Design rs_station, sky130hd; sources not shown.
clk_routes.png
Bar = 50 um.
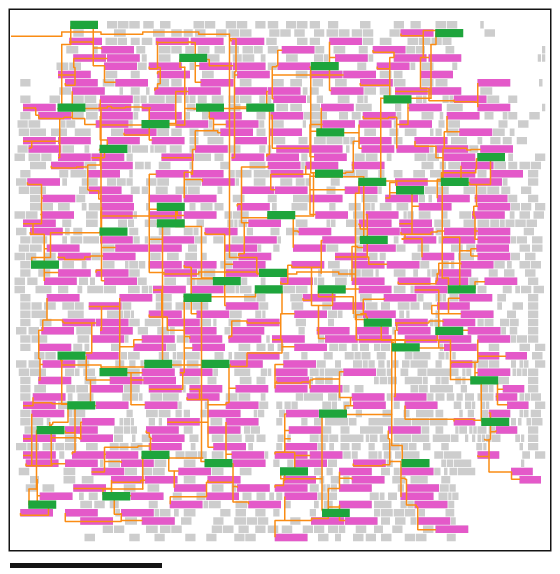
- orange: clock wires (length 4,110 um)
- magenta: flip-flops (count 328)
- green: clock drivers (count 47)
- flops lie: all over the die
- routed clock nets: 48
Late-Pin Clk Latency: 0.54 ns
Setup Skew: 0.0180 ns

io_placement.png
Pins as bars across the die edge, other pins in grey.
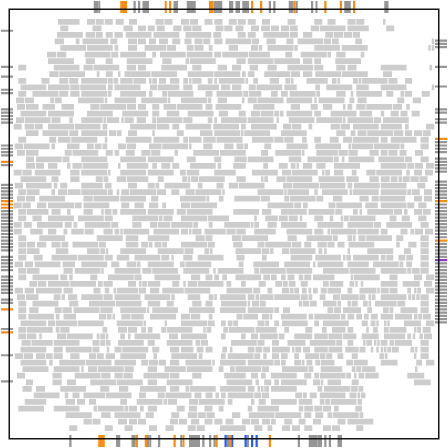
- orange: disp_val_2 (pins 32; direction output; edge 13 north, 10 south, 6 west, 3 east)
- blue: issue_tag_2 (pins 5; direction input; edge south)
- purple: disp_valid (pins 1; direction output; edge east)
- all pins by edge: 63 east, 55 west, 50 north, 45 south
Die Ht: 178 um
Port Buffers: 206

congestion.png
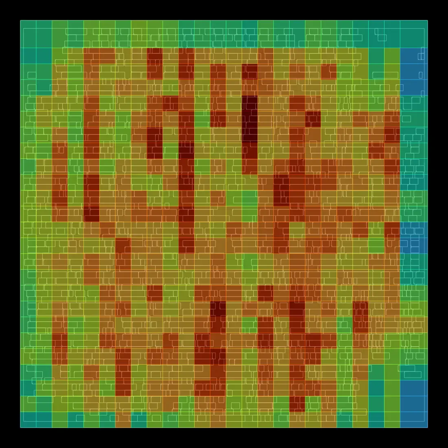
M2 GR Usage: 0.489
fin util: 0.690
wire per inst: 25.6 um

==> impl_metrics.toml <==
# synthesis and place-and-route metrics
[outcome]
status = "complete, no violations"

[power_and_ir_drop]
intPower_w = 0.00284
powerClk_w = 0.00154
powerSeq_w = 0.00174
p_sw_w = 0.000772

[final_layout]
fin_cells = 1824
clockNetworkAreaShare = 0.0594
nNetsFinal = 1550
area_share_nonclk_buffers = 0.108

[synthesis]
ys_sh_aoi = 0.110
yosys_area_um2 = 17300
async_reset_ff_frac = 0
avgSynthCellArea_um2 = 13.8
ys_types = 44

[clock_tree]
clock_sinks = 328
clk_pin_slew_ns = 0.05
cts-root-buf = "clkbuf_16"

[final_timing]
setup_violations = 0
slew_violations = 0
fmax_mhz = 167
setup_tns_ns = 0

[global_routing]
antenna_found_initial = 2

[detailed_routing]
drt-total-wl_um = 46700
wl_met2_um = 22100
wl_met1_um = 19200
first_pass_iters = 5

[setup_path]
reg2regPathDepth = 5
critical_path_class = "register to output pin"
cp.depth = 7
cp-start-kind = "register"
[placed cells by master, fill, tap and decap left out, types with 3 or more instances in the layout]
cell type,count
nor2_1,18
o2bb2ai_1,69
a311oi_1,70
mux2_1,28
nor3_1,9
o21ai_0,70
clkbuf_1,9
nand3_1,10
edfxtp_1,316
conb_1,6
clkbuf_16,47
o21ai_4,8
mux2_2,178
nor4_1,69
mux2_4,50
xnor2_1,16
a21oi_1,6
clkdlybuf4s50_1,206
buf_4,24
or2_2,41
nand4_1,16
inv_1,72
a21oi_4,6
dfxtp_1,12
nand2b_1,3
nand4_4,3
nand2_1,10
xor2_1,34
[tightest hold or removal path, delay by kind of cell, from the launching register on]
family          cells  cell delay (ns)
flops               1             0.31
simple gates        1             0.05
compound gates      1             0.05
